Run 1, the clock network:
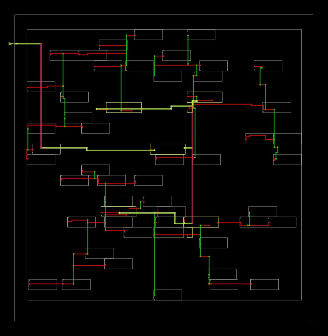
Run 1, met3 routing:
(3 px per um)
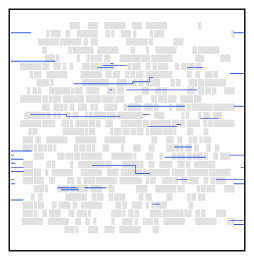
Run 1, PDN straps and rails:
(4 px per um) Pins as bars on the die edge. Tap cells in gray.
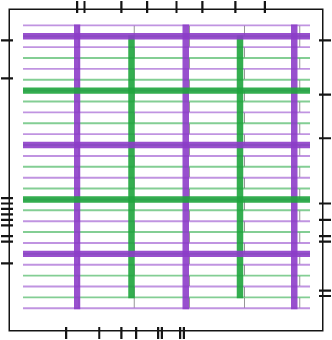
Design seq_shift_add_mult, sky130hd; sources not shown.
==> impl_metrics.py, run 1 <==
# Generated from Yosys and OpenROAD reports
metrics = {
    "final_layout": {
        "layoutNonFillerInstCount": 425,
        "mi_logic_area_um2": 1600,
        "layout.nets": 387,
        "synthToLayoutAreaGrowth_pct": 18.3,
    },
    "global_routing": {
        "grt_pass1_wl_um": 11500,
        "use_met2": 0.399,
        "grt_use_met1": 0.285,
        "busiest_layer": "met2",
        "grt_max_degree": 32,
        "grt_pass1_vias": 2420,
    },
    "flow_run": {
        "maxCapViolations": 0,
        "warnings": 26,
    },
    "power": {
        "clkPwrFrac": 0.381,
        "switching_share": 0.243,
        "p_per_area_nw_per_um2": 479,
        "pg_comb_uw": 183,
    },
    "placement": {
        "hpwl_um": 4690,
        "pre_cts_slack_ns": 0.157,
        "dpl_cell_area_um2": 3070,
    },
    "detailed_routing": {
        "wirelength_um": 6540,
        "drtIter0Drc": 150,
        "dr_wl_met2_um": 3260,
        "firstDrtPassIters": 4,
        "ant_nets": 0,
        "drc": 0,
        "routedWlPerCell_um": 15.4,
    },
    "synth": {
        "most_common_cell": "dfxtp_1",
        "edf_count": 0,
        "yosys-top-cells-area": "dfxtp_1 36%, ha_1 6.5%, nor2_1 5.5%",
        "netlist_instances": 331,
        "top_area_frac": 0.362,
        "ys_cells": 331,
        "yosysWarnings": 0,
        "top_cells_by_count": "49 x dfxtp_1, 40 x nor2_1, 29 x a21oi_1",
    },
    "sta": {
        "hold_slack_ns": 0.403,
        "fin_crit_ns": 2.50,
        "slew_violations": 0,
        "finalCritPeriodShare": 0.926,
        "tns_ns": 0,
        "fmax_ghz": 0.400,
    },
    "floorplanning": {
        "dieArea_um2": 6240,
        "fp_util": 0.534,
    },
    "critical_path": {
        "end_kind": "register",
        "arrival_ns": 2.64,
        "critPathBufInv": 1,
        "crit_type": "register to register",
        "max_stage_delay_ns": 0.37,
        "cp_top_family": "AND-OR/OR-AND gates",
        "crit_chain": "and2_1 -> ha_1 -> inv_1 -> fa_1 -> nor2b_4 -> o31a_1 -> o31a_1 -> or3_1 -> a32o_1",
    },
    "hold_path": {
        "hold_path_depth": 2,
    },
    "cts": {
        "cts_max_level": 2,
        "clockBufferDepth": 2,
        "cts_repair_resize_count": 0,
    },
    "outcome": {
        "outcome": "finished clean",
    },
}
Notes on 'the clock network' above:
Num CTS Buffers: 5
Sink Count: 49

Notes on 'met3 routing' above:
- main direction: horizontal
- share of all routed wire: 4.4%
- wire length on this layer: 285 um
vias post-DR: 2,458
M3 GR Usage: 0.0440

Notes on 'PDN straps and rails' above:
- VSS: purple
- VDD: green
- met4 straps: 5
- tap cells: 70
- met1 rails: 27
- met5 straps: 5
peak supply drop: 0.271 mV
core area: 5070 um2
Die X: 78 um
Die Ht: 80 um

-- run 1: cell families after synthesis --
group           after synthesis  share of synthesized area
compound gates               96                      0.253
xor+xnor                      3                    0.00970
flops                        49                      0.362
mux                           1                    0.00370
fa+ha+maj                    15                     0.0721
other cells                   1                    0.00138
buf+inv                      34                     0.0531
simple gates                132                      0.245
-- run 1: area by class of cell --
type,instances,area share
multi-input cells,251,0.498
flip-flops and latches,49,0.306
inverters,8,0.00937
well taps,70,0.0273
clock buffers,5,0.0390
repair buffers,40,0.118
clock inverters,2,0.00234
-- run 1: layout by cell type (no fill, tap or decap), types with 2 or more instances in the layout --
| cell | synthesis | final |
|---|---|---|
| nand4_1 | 2 | 2 |
| ha_1 | 14 | 14 |
| nor4_1 | 2 | 2 |
| nand2_1 | 21 | 21 |
| or4_1 | 3 | 3 |
| clkdlybuf4s50_1 | 0 | 31 |
| a32o_1 | 4 | 4 |
| nand2b_1 | 3 | 3 |
| nor2b_1 | 12 | 12 |
| clkbuf_16 | 0 | 5 |
| a211oi_1 | 4 | 4 |
| a22oi_1 | 8 | 8 |
| o31a_1 | 4 | 4 |
| or3_1 | 6 | 6 |
| a21o_1 | 6 | 6 |
| conb_1 | 1 | 4 |
| buf_4 | 4 | 9 |
| o21a_1 | 2 | 2 |
| nor3_1 | 7 | 7 |
| o211a_1 | 3 | 3 |
| a32oi_1 | 4 | 4 |
| nor2_1 | 40 | 40 |
| xnor2_1 | 3 | 3 |
| a21oi_1 | 29 | 29 |
| nand3_1 | 17 | 17 |
| inv_1 | 8 | 9 |
| o221a_2 | 11 | 11 |
| o21ai_0 | 14 | 14 |
| and2_1 | 12 | 12 |
| dfxtp_1 | 49 | 48 |
## Run 2: what changed since run 1
--- a/config.mk
+++ b/config.mk
@@ -11,7 +11,7 @@
 export CTS_CLUSTER_DIAMETER = 30
 export DETAILED_ROUTE_END_ITERATION = 8
 export DIE_AREA = 0 0 78 80
-export GPL_ROUTABILITY_DRIVEN = 1
+export GPL_ROUTABILITY_DRIVEN = 0
 export PLACE_DENSITY_LB_ADDON = 0.12
 export SLEW_MARGIN = 15
 export SYNTH_ARGS = -nofsm -noshare
Run 2, routed metal, one color a layer:
(4 px per um)
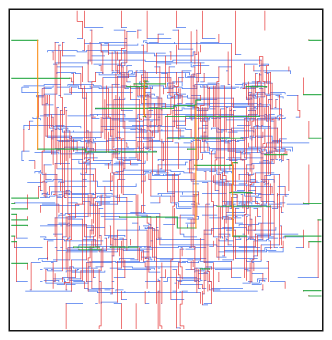
- M4: orange (wire length 85.0 um)
- M2: red (wire length 3,260 um)
- M3: green (wire length 285 um)
- M1: blue (wire length 2,920 um)
GRT Util Overall: 0.227
drt total wl: 6540 um
drt wl/cell: 15.4 um

==> run 2 against run 1 <==
Flip-flop count unchanged. Clock power about the same. Via count unchanged. Clock-buffer cell count unchanged. Power unchanged. Critical path type unchanged. Die size unchanged.
==> impl_metrics.py, run 2 <==
# Generated from Yosys and OpenROAD reports
metrics = {
    "placement": {
        "dpl_cell_area_um2": 3070,
        "pre_cts_slack_ns": 0.157,
        "hpwl_um": 4690,
    },
    "flow_run": {
        "warnings": 26,
        "maxCapViolations": 0,
    },
    "power": {
        "peakVddDrop_mv": 0.271,
        "switching_share": 0.243,
        "pwr-share-comb": 0.119,
        "clkPwrFrac": 0.381,
        "p_per_area_nw_per_um2": 479,
    },
    "floorplanning": {
        "fp.dieW_um": 78,
        "fp_util": 0.534,
        "die_h_um": 80,
        "dieArea_um2": 6240,
    },
    "sta": {
        "tns_ns": 0,
        "slew_violations": 0,
        "finalCritPeriodShare": 0.926,
        "hold_violations": 0,
        "fin_crit_ns": 2.50,
        "hold_slack_ns": 0.403,
        "tightest_slew_ns": 0.854,
        "fmax_ghz": 0.400,
    },
    "synth": {
        "yosys-top-cells-area": "dfxtp_1 36%, ha_1 6.5%, nor2_1 5.5%",
        "netlist_instances": 331,
        "top_area_frac": 0.362,
        "most_common_cell": "dfxtp_1",
        "edf_count": 0,
        "top_cells_by_count": "49 x dfxtp_1, 40 x nor2_1, 29 x a21oi_1",
        "ys_cells": 331,
        "yosysWarnings": 0,
    },
    "global_routing": {
        "grt_pass1_vias": 2420,
        "grt_max_degree": 32,
        "grt_pass1_wl_um": 11500,
    },
    "final_layout": {
        "drive_gt1_frac": 0.0873,
        "lay_top_cells": "48 x dfxtp_1, 40 x nor2_1, 31 x clkdlybuf4s50_1, 29 x a21oi_1, 21 x nand2_1",
        "layoutNonFillerInstCount": 425,
        "final_common_cell": "dfxtp_1",
        "synthToLayoutAreaGrowth_pct": 18.3,
    },
    "detailed_routing": {
        "ant_nets": 0,
        "vias": 2458,
        "firstDrtPassIters": 4,
        "drc": 0,
    },
    "critical_path": {
        "startpoint_type": "register",
        "end_kind": "register",
        "path_max_fanout": 14,
        "max_stage_delay_ns": 0.37,
        "crit_type": "register to register",
    },
    "cts": {
        "cts.sinks": 49,
        "numCtsBuffers": 5,
        "clockBufferDepth": 2,
        "cts_max_level": 2,
    },
    "outcome": {
        "outcome": "finished clean",
    },
    "hold_path": {
        "hold_path_depth": 2,
    },
}
==> run 2: cells by family (layout without fill, tap and decap cells) <==
logic type	Yosys count	after routing	share of synthesized area
simple gates	132	132	0.245
compound gates	96	96	0.253
flops	49	49	0.362
buf+inv	34	55	0.0531
fa+ha+maj	15	15	0.0721
xor+xnor	3	3	0.00970
other cells	1	4	0.00138
mux	1	1	0.00370
==> run 2: what timing repair did <==
action                                  4_1_cts  5_1_grt
hold endpoints to repair                      0        0
endpoints found under the setup margin        0        2
resized                                       0        1
buffers inserted                              0        0
==> run 2: critical path, delay by kind of cell (launching register included) <==
kind            cells  cell delay, ns
compound gates      3            0.88
flops               1            0.37
fa+ha+maj           2            0.44
simple gates        3            0.57
buf+inv             1            0.08
==> run 2: per-layer routing <==
| layer | track usage | vias up | wire (um) |
|---|---|---|---|
| li1 | - | 1241 | - |
| met1 | 0.285 | 1152 | 2920 |
| met2 | 0.399 | 56 | 3260 |
| met3 | 0.0440 | 9 | 284 |
| met4 | 0.0612 | 0 | 85 |
| met5 | 0 | - | 0 |
==> run 2: final cells by class <==
| cell class | count | area, um2 |
|---|---|---|
| timing repair buffer | 40 | 378 |
| tap | 70 | 87.6 |
| multi-input combinational | 251 | 1600 |
| clock inverter | 2 | 7.51 |
| sequential | 49 | 982 |
| fill | 466 | 1870 |
| clock buffer | 5 | 125 |
| inverter | 8 | 30.0 |
==> run 2: power groups by stage <==
stage	sequential, mW	clock [mW]	combinational (mW)
after floorplan	0.776	0	0.129
after global placement	0.783	0	0.178
after detailed placement	0.783	0	0.181
after CTS	0.767	0.592	0.183
after global routing	0.772	0.616	0.202
final	0.768	0.585	0.183
No activity file was given, so power comes from the tool's default toggle rates.
